Figure 1. Port wiring (run 1).
Scale bar: 50 um.
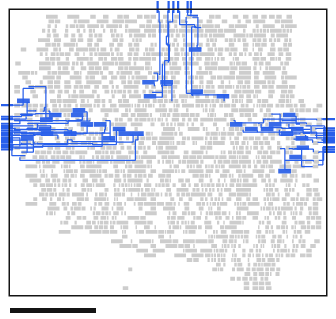
Figure 2. M2 wires (run 1).
Scale bar: 50 um.
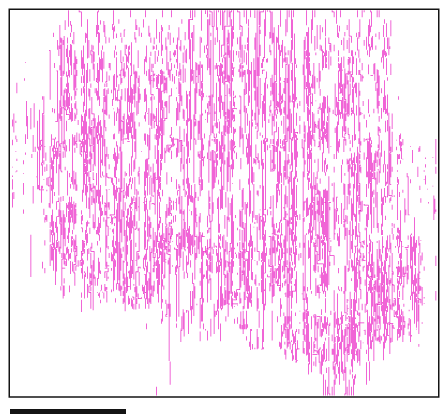
Figure 3. Wiring heat map (run 1).
The die is cut into 37 by 33 equal tiles; white is low, dark blue is high, scaled to the fullest tile. Values are wire area over tile area, all layers added.
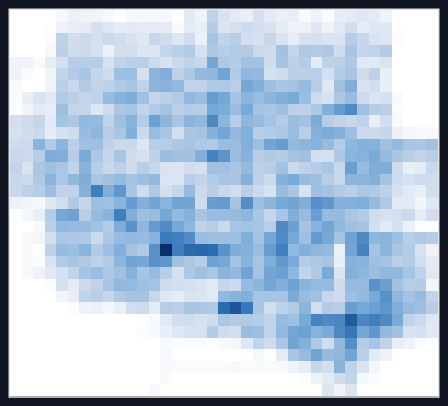
## src/rtl/div_pkg.sv

```systemverilog
// Shared types and constants for the sequential divider.
// Latency: n/a (declarations only).
// Backpressure: n/a (declarations only).
package div_pkg;

    // Divider control states
    typedef enum logic [1:0] {
        IDLE,
        CALC,
        FIX,
        DONE
    } state_t;

    // Widest operand the MIN helper can describe
    localparam int MAX_WIDTH = 64;

    // Every quotient bit is set when the divisor is zero
    localparam logic DBZ_QUOT_FILL = 1'b1;

    // Most negative two's-complement value of the given width (1 followed by zeros)
    function automatic logic [MAX_WIDTH-1:0] min_const(input int width);
        return MAX_WIDTH'(1) << (width - 1);
    endfunction

endpackage

```

## src/rtl/div_negate.sv

```systemverilog
// Two's-complement negate of a WIDTH-bit value.
// Latency: purely combinational, zero cycles.
// Backpressure: none, output follows input continuously.
module div_negate
    import div_pkg::*;
#(
    parameter int WIDTH = 32
) (
    input  logic [WIDTH-1:0] din,
    output logic [WIDTH-1:0] dout
);

    assign dout = ~din + WIDTH'(1);

endmodule

```

## src/rtl/div_seq.sv

```systemverilog
// Sequential signed/unsigned restoring divider returning quotient and remainder.
// Latency: WIDTH+2 cycles from start for normal ops; done in the cycle after start for /0 and MIN/-1.
// Backpressure: start is only taken while ready=1; starts while busy are dropped, not queued.
module div_seq
    import div_pkg::*;
#(
    parameter int WIDTH = 32,              // 4..MAX_WIDTH
    parameter int CNT_W = $clog2(WIDTH)
) (
    input  logic             clock,
    input  logic             reset_n,
    input  logic             start,
    input  logic             is_signed,
    input  logic [WIDTH-1:0] dividend,
    input  logic [WIDTH-1:0] divisor,
    output logic             ready,
    output logic             done,
    output logic [WIDTH-1:0] quotient,
    output logic [WIDTH-1:0] remainder,
    output logic             div_by_zero,
    output logic             overflow
);

    localparam logic [WIDTH-1:0] MIN_VAL  = WIDTH'(min_const(WIDTH));
    localparam logic [WIDTH-1:0] DBZ_QUOT = {WIDTH{DBZ_QUOT_FILL}};

    state_t           state;
    logic [CNT_W-1:0] cnt;
    logic [WIDTH-1:0] dv_mag;   // divisor magnitude
    logic [WIDTH-1:0] rem_p;    // partial remainder
    logic [WIDTH-1:0] quo_p;    // dividend magnitude shifting out, quotient bits shifting in
    logic             q_neg;
    logic             r_neg;

    logic [WIDTH-1:0] dd_neg, dv_neg, dd_abs, dv_abs;
    logic [WIDTH-1:0] q_fix_neg, r_fix_neg;
    logic [WIDTH:0]   shifted;
    logic             q_bit;
    logic [WIDTH-1:0] rem_nxt;

    // Operand magnitudes, taken straight from the inputs at the start edge
    div_negate #(.WIDTH(WIDTH)) u_neg_dd (.din(dividend), .dout(dd_neg));
    div_negate #(.WIDTH(WIDTH)) u_neg_dv (.din(divisor),  .dout(dv_neg));

    assign dd_abs = (is_signed && dividend[WIDTH-1]) ? dd_neg : dividend;
    assign dv_abs = (is_signed && divisor[WIDTH-1])  ? dv_neg : divisor;

    // Sign restoration applied in FIX
    div_negate #(.WIDTH(WIDTH)) u_neg_q (.din(quo_p), .dout(q_fix_neg));
    div_negate #(.WIDTH(WIDTH)) u_neg_r (.din(rem_p), .dout(r_fix_neg));

    // One restoring step: the shifted remainder is WIDTH+1 bits wide so a divisor
    // with its MSB set (unsigned mode) still compares correctly. When the trial
    // subtract succeeds the result is below the divisor and fits in WIDTH bits.
    assign shifted = {rem_p, quo_p[WIDTH-1]};
    assign q_bit   = (shifted >= {1'b0, dv_mag});
    assign rem_nxt = q_bit ? (shifted[WIDTH-1:0] - dv_mag) : shifted[WIDTH-1:0];

    // Control FSM, datapath registers and registered results
    always_ff @(posedge clock) begin
        if (!reset_n) begin
            state       <= IDLE;
            cnt         <= '0;
            ready       <= 1'b1;
            done        <= 1'b0;
            quotient    <= '0;
            remainder   <= '0;
            div_by_zero <= 1'b0;
            overflow    <= 1'b0;
            dv_mag      <= '0;
            rem_p       <= '0;
            quo_p       <= '0;
            q_neg       <= 1'b0;
            r_neg       <= 1'b0;
        end else begin
            done <= 1'b0;
            case (state)
                IDLE: begin
                    if (start) begin
                        ready  <= 1'b0;
                        q_neg  <= is_signed & (dividend[WIDTH-1] ^ divisor[WIDTH-1]);
                        r_neg  <= is_signed & dividend[WIDTH-1];
                        dv_mag <= dv_abs;
                        quo_p  <= dd_abs;
                        rem_p  <= '0;
                        cnt    <= '0;
                        if (divisor == '0) begin
                            // Zero divisor wins over the overflow case
                            state       <= DONE;
                            done        <= 1'b1;
                            quotient    <= DBZ_QUOT;
                            remainder   <= dividend;
                            div_by_zero <= 1'b1;
                            overflow    <= 1'b0;
                        end else if (is_signed && dividend == MIN_VAL && divisor == '1) begin
                            state       <= DONE;
                            done        <= 1'b1;
                            quotient    <= MIN_VAL;
                            remainder   <= '0;
                            div_by_zero <= 1'b0;
                            overflow    <= 1'b1;
                        end else begin
                            state <= CALC;
                        end
                    end
                end
                CALC: begin
                    rem_p <= rem_nxt;
                    quo_p <= {quo_p[WIDTH-2:0], q_bit};
                    cnt   <= cnt + CNT_W'(1);
                    if (cnt == CNT_W'(WIDTH - 1)) begin
                        state <= FIX;
                    end
                end
                FIX: begin
                    // Truncating division: remainder carries the dividend's sign
                    quotient    <= q_neg ? q_fix_neg : quo_p;
                    remainder   <= r_neg ? r_fix_neg : rem_p;
                    div_by_zero <= 1'b0;
                    overflow    <= 1'b0;
                    done        <= 1'b1;
                    state       <= DONE;
                end
                DONE: begin
                    ready <= 1'b1;
                    state <= IDLE;
                end
                default: begin
                    ready <= 1'b1;
                    state <= IDLE;
                end
            endcase
        end
    end

endmodule

```

## config.mk

```make
export PLATFORM = sky130hd
export DESIGN_NAME = div_seq
export DESIGN_NICKNAME = d
export VERILOG_FILES = /design/src/rtl/div_pkg.sv /design/src/rtl/div_negate.sv /design/src/rtl/div_seq.sv
export SDC_FILE = /design/constraint.sdc
export NUM_CORES = 1
export LEC_CHECK = 0
export CORE_ASPECT_RATIO = 0.9
export CORE_MARGIN = 2
export CORE_UTILIZATION = 45
export CTS_BUF_LIST = sky130_fd_sc_hd__clkbuf_8 sky130_fd_sc_hd__clkbuf_16
export CTS_CLUSTER_DIAMETER = 150
export DETAILED_ROUTE_END_ITERATION = 10
export PLACE_DENSITY = 0.68
export SYNTH_ARGS = -nofsm -noshare
export SYNTH_HDL_FRONTEND = slang
export SYNTH_HIERARCHICAL = 1
export SYNTH_SLANG_ARGS = --single-unit
```

## constraint.sdc

```tcl
create_clock -name clock -period 3.45 [get_ports clock]
set_clock_uncertainty 0.15 [all_clocks]
set_input_delay 0.5175 -clock clock [delete_from_list [all_inputs] [get_ports clock]]
set_output_delay 0.5175 -clock clock [all_outputs]
set_load 0.02 [all_outputs]
```

==> results.toml, run 1 <==
# yosys + openroad results
[global_route]
grt_pass1_wl_um = 63800
met2_usage_pct = 38.3
total_congestion_overflow_after_global_routing = 0
grtUsageMet3_pct = 5.96
grt_max_degree = 93
use_met1_pct = 38.1
global_route.peak_usage_layer = "met2"

[placement]
placed_cells_incl_taps = 2051
dp_hpwl_um = 29400
detailedPlace.worstSlack_ps = -733

[timing]
worst_slack_ps = 191
final.min_clock_period_ps = 3260
grt_setup_unrepaired = "no"
timing.max_slew.rel_slack_pct = 32.2
slew_violations = 0
hold-worst-slack_ps = 352
fin_crit_sh_pct = 94.5

[cells_and_area]
layout.core_utilization_pct = 55.2
num-nets-final = 1815
seq_share_pct = 21.8
layout.area.comb_mm2 = 0.00892
clockBufferCount = 17
antenna_cells = 0
comb_area_share_pct = 56.2
fillCellCount = 2613
nNonClkInverters = 56
final_layout_size_suffix_gt1_share_pct = 13.4
mostFrequentLayoutCells = "dfxtp_1 (171), clkdlybuf4s50_1 (133), xnor2_1 (114)"

[floorplanning]
chip_width_um = 184
number_of_placement_rows = 59
fp_density_pct = 45.4

[cts]
clock-root-buffer = "clkbuf_16"
cts_clock_pin_slew_for_the_worst_setup_and_hold_paths_ps = 70
clock_sink_count = 173
cts_setup_buffers = 0
cts_hold_buf = 0
tritoncts = "yes"

[worst_hold_path]
hp-class = "reg -> reg"
timing.hold.worst.start = "dv_mag[19]"
hold_depth = 1

[worst_setup_path]
worstPathMaxFanout = 4
timing.setup.critical_path_class = "reg -> reg"
crit_buf_inv = 1
cp.depth = 12
reg2regPathDepth = 12
worst_setup_path_endpoint = "rem_p[30]"
critical_path.startpoint_type = "flop"
timing.critical_path.to_type = "flop"
path_cells = "inv_1, ha_1, fa_1, nor2b_1, o31ai_2, a211o_1, and3_1, o31ai_2, a2bb2o_1, a311o_1, xnor2_1, o221ai_1"

[synthesis]
simple_gate_area_share_pct = 26.8
synthTopCellsByCount = "dfxtp_1 (173), xnor2_1 (114), nor2b_1 (106), nand2_1 (103), nand3_1 (83)"
edf_count = 0
ys_types = 77
synthDominantCellAreaShare_pct = 26.5
cell_area_after_technology_mapping_mm2 = 0.0131
synthesized_instance_count = 1545
synth.yosys.warnings = 6
ys_sh_mux_pct = 8.70
largest_area_cell = "dfxtp_1"

[drt]
route.antenna.remaining_nets = 0
vias = 12600
post_drt_via_cell_ratio = 6.03
top_layer_used_by_detailed_routing = "met5"
post_drt_wl_per_cell_um = 19.2
wl_met1_um = 19200
met2RoutedLength_um = 17100
wl_met3_um = 3190

[power]
internal-power_uw = 4800
switching_share_pct = 41.5
switching_power_total_uw = 3410
dominant_power_group = "combinational logic"

[flow_run]
max_cap_violations = 0

[run_status]
status = "completed"
About Figure 1:
Key: remainder = blue [direction output, edge 15 left, 11 right, 6 top, end cells 32, buffers 32, wire 1,610 um]

About Figure 2:
The wires run mostly vertical. The longest straight run is 71.4 um.

About Figure 3:
The mean over all tiles is 0.21. 19% of the tiles are nearly empty. The emptiest ninth of the die: bottom left. 8.5% of the tiles are over half the peak. The densest ninth of the die: middle. The fullest tile reaches 0.84.

Figure 4. Placement view (run 1).
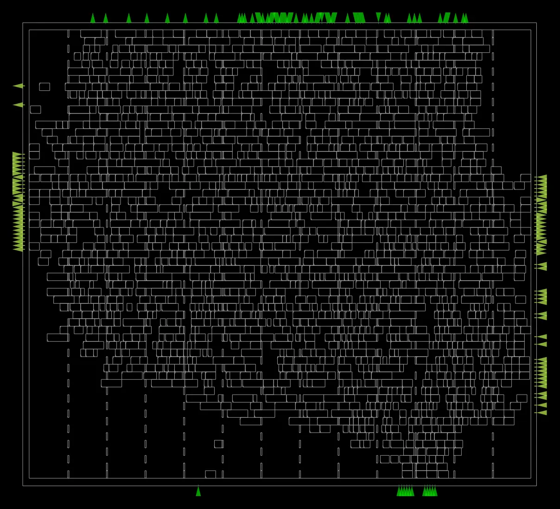

--- run 2 (diff from run 1) ---
--- a/config.mk
+++ b/config.mk
@@ -11,7 +11,7 @@
 export CTS_BUF_LIST = sky130_fd_sc_hd__clkbuf_8 sky130_fd_sc_hd__clkbuf_16
 export CTS_CLUSTER_DIAMETER = 150
 export DETAILED_ROUTE_END_ITERATION = 10
-export PLACE_DENSITY = 0.68
+export PLACE_DENSITY = 0.7
 export SYNTH_ARGS = -nofsm -noshare
 export SYNTH_HDL_FRONTEND = slang
 export SYNTH_HIERARCHICAL = 1
==> constraint.sdc (replaced) <==
create_clock -name clock -period 2.7 [get_ports clock]
set_clock_uncertainty 0.15 [all_clocks]
set_input_delay 0.405 -clock clock [delete_from_list [all_inputs] [get_ports clock]]
set_output_delay 0.405 -clock clock [all_outputs]
set_load 0.02 [all_outputs]
Figure 5. Placement view (run 2).
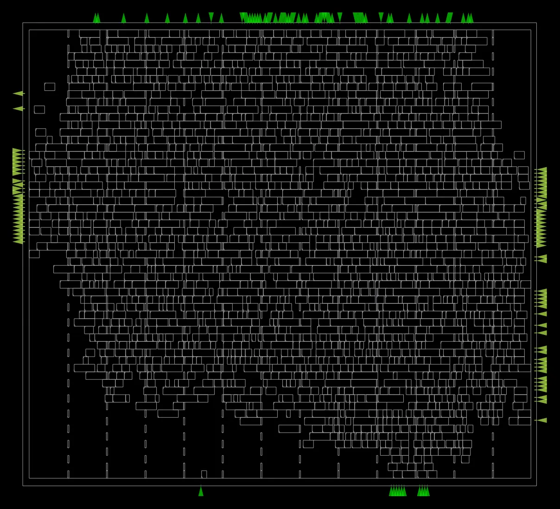
Fillers: 2,342
end-of-flow core utilization: 62.7%

==> run 2 against run 1 <==
The run now ends with setup timing left. Sequential share of layout area decreased by 2.6 points. Cell area increased by 14%. Sequential cell count unchanged. Register-to-register slack got worse by 340 ps. Critical endpoint unchanged. First-iteration DRC count increased by 27%. Setup slack got worse by 340 ps. Critical path depth unchanged. Total power increased by 41%. Highest routed layer is now met4. Clock power increased by 29%. Fmax increased by 15%.
==> results.toml, run 2 <==
# yosys + openroad results
[run_status]
status = "finished, violations left"
violations = "setup timing"

[synthesis]
simple_gate_area_share_pct = 26.8
synthDominantCellAreaShare_pct = 26.5
synth.yosys.warnings = 6
syn-num-nets = 1656
synthAdderAreaFrac_pct = 4.17
largest_area_cell = "dfxtp_1"
cell_area_after_technology_mapping_mm2 = 0.0131
synthTopCellsByCount = "dfxtp_1 (173), xnor2_1 (114), nor2b_1 (106), nand2_1 (103), nand3_1 (83)"
ys_types = 77
ys_sh_mux_pct = 8.70
edf_count = 0
synthesized_instance_count = 1545

[floorplanning]
chip_width_um = 184
taps = 366
fp_density_pct = 45.4
number_of_placement_rows = 59

[worst_hold_path]
hp-class = "in -> reg"
timing.hold.worst.start = "dividend[26]"
hold_depth = 3

[drt]
top_layer_used_by_detailed_routing = "met4"
vias = 13600
post_drt_wl_per_cell_um = 19.6
wl_met3_um = 3530
wl_met1_um = 20300
post_drt_via_cell_ratio = 6.05
route.antenna.remaining_nets = 0
met2RoutedLength_um = 19400

[global_route]
use_met1_pct = 41.4
met2_usage_pct = 42.7
grt_max_degree = 144
grt_pass1_wl_um = 69200
global_route.peak_usage_layer = "met2"
grtUsageMet3_pct = 5.64
total_congestion_overflow_after_global_routing = 0

[placement]
detailedPlace.worstSlack_ps = -1400
placed_cells_incl_taps = 2190
dp_hpwl_um = 31000

[power]
internal-power_uw = 6820
comb-power_uw = 5880
power_per_cell_area_mw_per_mm2 = 644
dominant_power_group = "combinational logic"
switching_share_pct = 41.3
switching_power_total_uw = 4790

[timing]
hold-worst-slack_ps = 212
finalSetupViolations = 33
final.min_clock_period_ps = 2840
slew_violations = 0
timing.max_slew.rel_slack_pct = 40.8
fin_crit_sh_pct = 105
worst_slack_ps = -144
setup_total_negative_slack_ps = -2110
grt_setup_unrepaired = "yes"

[cells_and_area]
post_layout_nonfiller_instances = 2250
clockBufferCount = 17
num-nets-final = 1982
finalInstanceArea_mm2 = 0.0180
layout.area.comb_mm2 = 0.00959
final_layout_size_suffix_gt1_share_pct = 26.4
nNonClkInverters = 56
antenna_cells = 0
mostFrequentLayoutCells = "buf_4 (247), dfxtp_1 (165), xnor2_1 (114)"
seq_share_pct = 19.3
comb_area_share_pct = 53.1

[worst_setup_path]
crit_buf_inv = 1
critical_path.startpoint_type = "flop"
worstPathMaxFanout = 3
reg2regPathDepth = 12
cp.depth = 12
crit_required_ps = 2860
timing.setup.critical_path_class = "reg -> reg"
path_cells = "inv_2, ha_4, fa_2, nor2b_4, o31ai_2, a211o_1, and3_4, o31ai_4, a2bb2o_4, a311o_1, xnor2_1, o221ai_1"
timing.critical_path.to_type = "flop"
worst_setup_path_endpoint = "rem_p[30]"

[cts]
post_cts_resize_count = 133
cts_hold_buf = 0
clock-root-buffer = "clkbuf_16"
cts_setup_buffers = 13
tritoncts = "yes"
cts_clock_pin_slew_for_the_worst_setup_and_hold_paths_ps = 70
numCtsBuffers = 17
clock_sink_count = 173

[flow_run]
warning_count = 33
max_cap_violations = 0
Power is estimated from default activity; no workload was simulated.
